File: src/rtl/tail_lamp_scheduler.sv
// rtl/tail_lamp_scheduler.sv - tail-lamp sequencer: turn sweep, brake, hazard, auto-cancel.
// Inputs are registered once; lamps are a pure decode of the registered state.
module tail_lamp_scheduler #(
  parameter int unsigned DIV        = 4,
  parameter int unsigned CANCEL_SEQ = 8
) (
  input  logic clka,
  input  logic restart,
  input  logic brake,
  input  logic left,
  input  logic right,
  input  logic hazard,
  output logic l0,
  output logic l1,
  output logic l2,
  output logic r0,
  output logic r1,
  output logic r2,
  output logic error
);

  typedef enum logic [2:0] {
    S_IDLE     = 3'd0,
    S_LEFT     = 3'd1,
    S_RIGHT    = 3'd2,
    S_HAZARD   = 3'd3,
    S_ERROR    = 3'd4,
    S_CANCEL_L = 3'd5,
    S_CANCEL_R = 3'd6
  } state_t;

  localparam logic [23:0] DIV_LAST   = 24'(DIV - 1);
  localparam logic [7:0]  CANCEL_CNT = 8'(CANCEL_SEQ);
  localparam logic        CANCEL_EN  = (CANCEL_SEQ != 0);

  state_t      state_q;
  state_t      mode;
  logic [23:0] presc_q;
  logic [1:0]  phase_q;
  logic [7:0]  cnt_q;
  logic        brake_q;
  logic        left_q;
  logic        right_q;
  logic        hazard_q;
  logic        tick;
  logic        legal;
  logic        match;
  logic        sequencing;
  logic        turning;
  logic [2:0]  sweep;

  always_comb begin
    mode = S_IDLE;
    if (hazard_q)               mode = S_HAZARD;
    else if (left_q && right_q) mode = S_ERROR;
    else if (left_q)            mode = S_LEFT;
    else if (right_q)           mode = S_RIGHT;
  end

  assign tick = (presc_q == DIV_LAST);

  // A cancelled turn stays cancelled while the same turn is still requested.
  always_comb begin
    legal = 1'b1;
    match = 1'b0;
    case (state_q)
      S_IDLE, S_LEFT, S_RIGHT, S_HAZARD, S_ERROR: match = (mode == state_q);
      S_CANCEL_L: match = (mode == S_LEFT);
      S_CANCEL_R: match = (mode == S_RIGHT);
      default:    legal = 1'b0;
    endcase
  end

  assign turning    = (state_q == S_LEFT) || (state_q == S_RIGHT);
  assign sequencing = turning || (state_q == S_HAZARD);

  always_ff @(posedge clka) begin
    if (restart) begin
      state_q  <= S_IDLE;
      presc_q  <= '0;
      phase_q  <= '0;
      cnt_q    <= '0;
      brake_q  <= 1'b0;
      left_q   <= 1'b0;
      right_q  <= 1'b0;
      hazard_q <= 1'b0;
    end else begin
      brake_q  <= brake;
      left_q   <= left;
      right_q  <= right;
      hazard_q <= hazard;
      if (!legal || !match) begin
        state_q <= legal ? mode : S_IDLE;
        presc_q <= '0;
        phase_q <= '0;
        cnt_q   <= '0;
      end else begin
        presc_q <= tick ? 24'd0 : presc_q + 24'd1;
        if (tick && sequencing) begin
          phase_q <= phase_q + 2'd1;
          if (turning && phase_q == 2'd3) begin
            cnt_q <= cnt_q + 8'd1;
            if (CANCEL_EN && (cnt_q + 8'd1) == CANCEL_CNT) begin
              state_q <= (state_q == S_LEFT) ? S_CANCEL_L : S_CANCEL_R;
            end
          end
        end
      end
    end
  end

  assign sweep = {phase_q != 2'd0, phase_q[1], phase_q == 2'd3};

  always_comb begin
    {l0, l1, l2} = {3{brake_q}};
    {r0, r1, r2} = {3{brake_q}};
    error        = 1'b0;
    case (state_q)
      S_LEFT:   {l0, l1, l2} = sweep;
      S_RIGHT:  {r0, r1, r2} = sweep;
      S_HAZARD: begin
        {l0, l1, l2} = {3{phase_q[0]}};
        {r0, r1, r2} = {3{phase_q[0]}};
      end
      S_ERROR:  error = 1'b1;
      default:  ;
    endcase
  end

endmodule

File: config.mk
export PLATFORM = sky130hd
export DESIGN_NAME = tail_lamp_scheduler
export DESIGN_NICKNAME = d
export VERILOG_FILES = /design/src/rtl/tail_lamp_scheduler.sv
export SDC_FILE = /design/constraint.sdc
export NUM_CORES = 1
export LEC_CHECK = 0
export CAP_MARGIN = 20
export CORE_MARGIN = 8
export CORE_UTILIZATION = 63
export CTS_CLUSTER_DIAMETER = 100
export DETAILED_ROUTE_END_ITERATION = 8
export HOLD_SLACK_MARGIN = 0.05
export PLACE_DENSITY = 0.84
export SETUP_SLACK_MARGIN = 0.1
export SLEW_MARGIN = 10
export SYNTH_ARGS = -nofsm -noshare
export SYNTH_HDL_FRONTEND = slang
export SYNTH_SLANG_ARGS = --single-unit
File: constraint.sdc
create_clock -name clka -period 6 [get_ports clka]
set_clock_uncertainty 0.15 [all_clocks]
set_input_delay 1.2 -clock clka [delete_from_list [all_inputs] [get_ports clka]]
set_output_delay 1.2 -clock clka [all_outputs]
set_load 0.01 [all_outputs]
==> notes.md <==
Physical design

The routing usage on met3 stands at 4.50%. The final-report max-slew violation count stands at 0. TritonCTS built the clock tree.

The data arrival time of the worst path stands at 2.09 ns. The power density normalized to cell area stands at 203 nW/um^2. In this run, synthesis inferred 0 flip-flops with an integrated enable. The clock network consumes a total of 0.000141 W. The largest part of the power goes to sequential cells.

The worst path meets setup with 2.56 ns of slack. The register-to-register setup slack stands at 3.52 ns. For hold timing, the worst endpoint is presc_q[0]. The post-route non-filler standard cell count stands at 306.

For this run the detailed placement stage logged an HPWL of 2670 microns. The register clock-pin slew on the reported worst setup and hold paths stands at 0.13 ns. The share of total power dissipated in the clock network is 30.4%.

The fraction of power consumed by sequential logic stands at 61.2%. The switching component of the power stands at 0.000120 W. The post-CTS hold buffer count recorded in the log is 0. The mapped cell area stands at 2090 sq um. The flow ran to the end, and the final reports show no timing, DRC or antenna violations.

Summing the areas of all and, or, nand and nor instances in the mapped netlist gives 32.1% of the synthesized area. Entering global routing, the biggest net connects 25 pins. The post-route cell area stands at 2280 sq um. The peak supply drop stands at 0.000164 V. The sum of negative setup slack stands at 0 ns. The worst hold path belongs to the class flip-flop to flip-flop. The number of max-cap violations stands at 0.
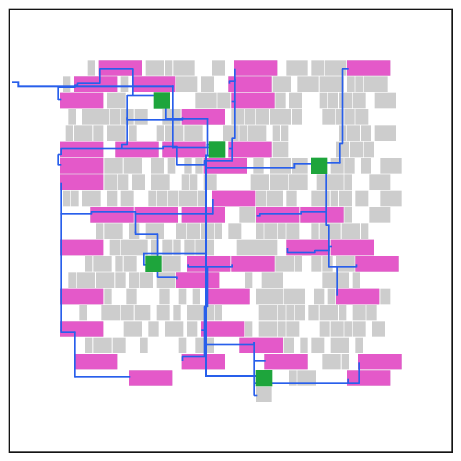
clk_routes.png
Scale: 6 px per micron.
[clock wires] blue | length: 472 microns
[flip-flops] magenta | count: 41
[clock drivers] green | count: 5
routed clock nets	6

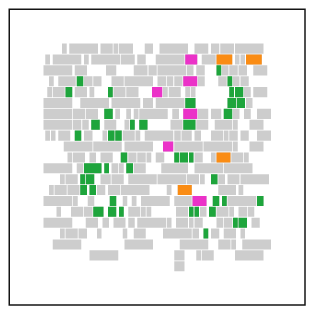
logic_types.png
Scale: 4 px per micron.
family	color	cells
NAND gates	green	44
AND-OR and OR-AND gates	magenta	6
multiplexers	orange	4

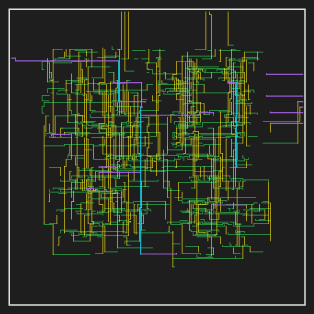
wires.png
Scale: 4 px per micron.
layer	color	wire length
metal 4	cyan	68.0 microns
metal 3	purple	142 microns
metal 2	yellow	1,770 microns
metal 1	green	1,790 microns

Power figures rest on the tool's default switching activity, not on a simulated workload.
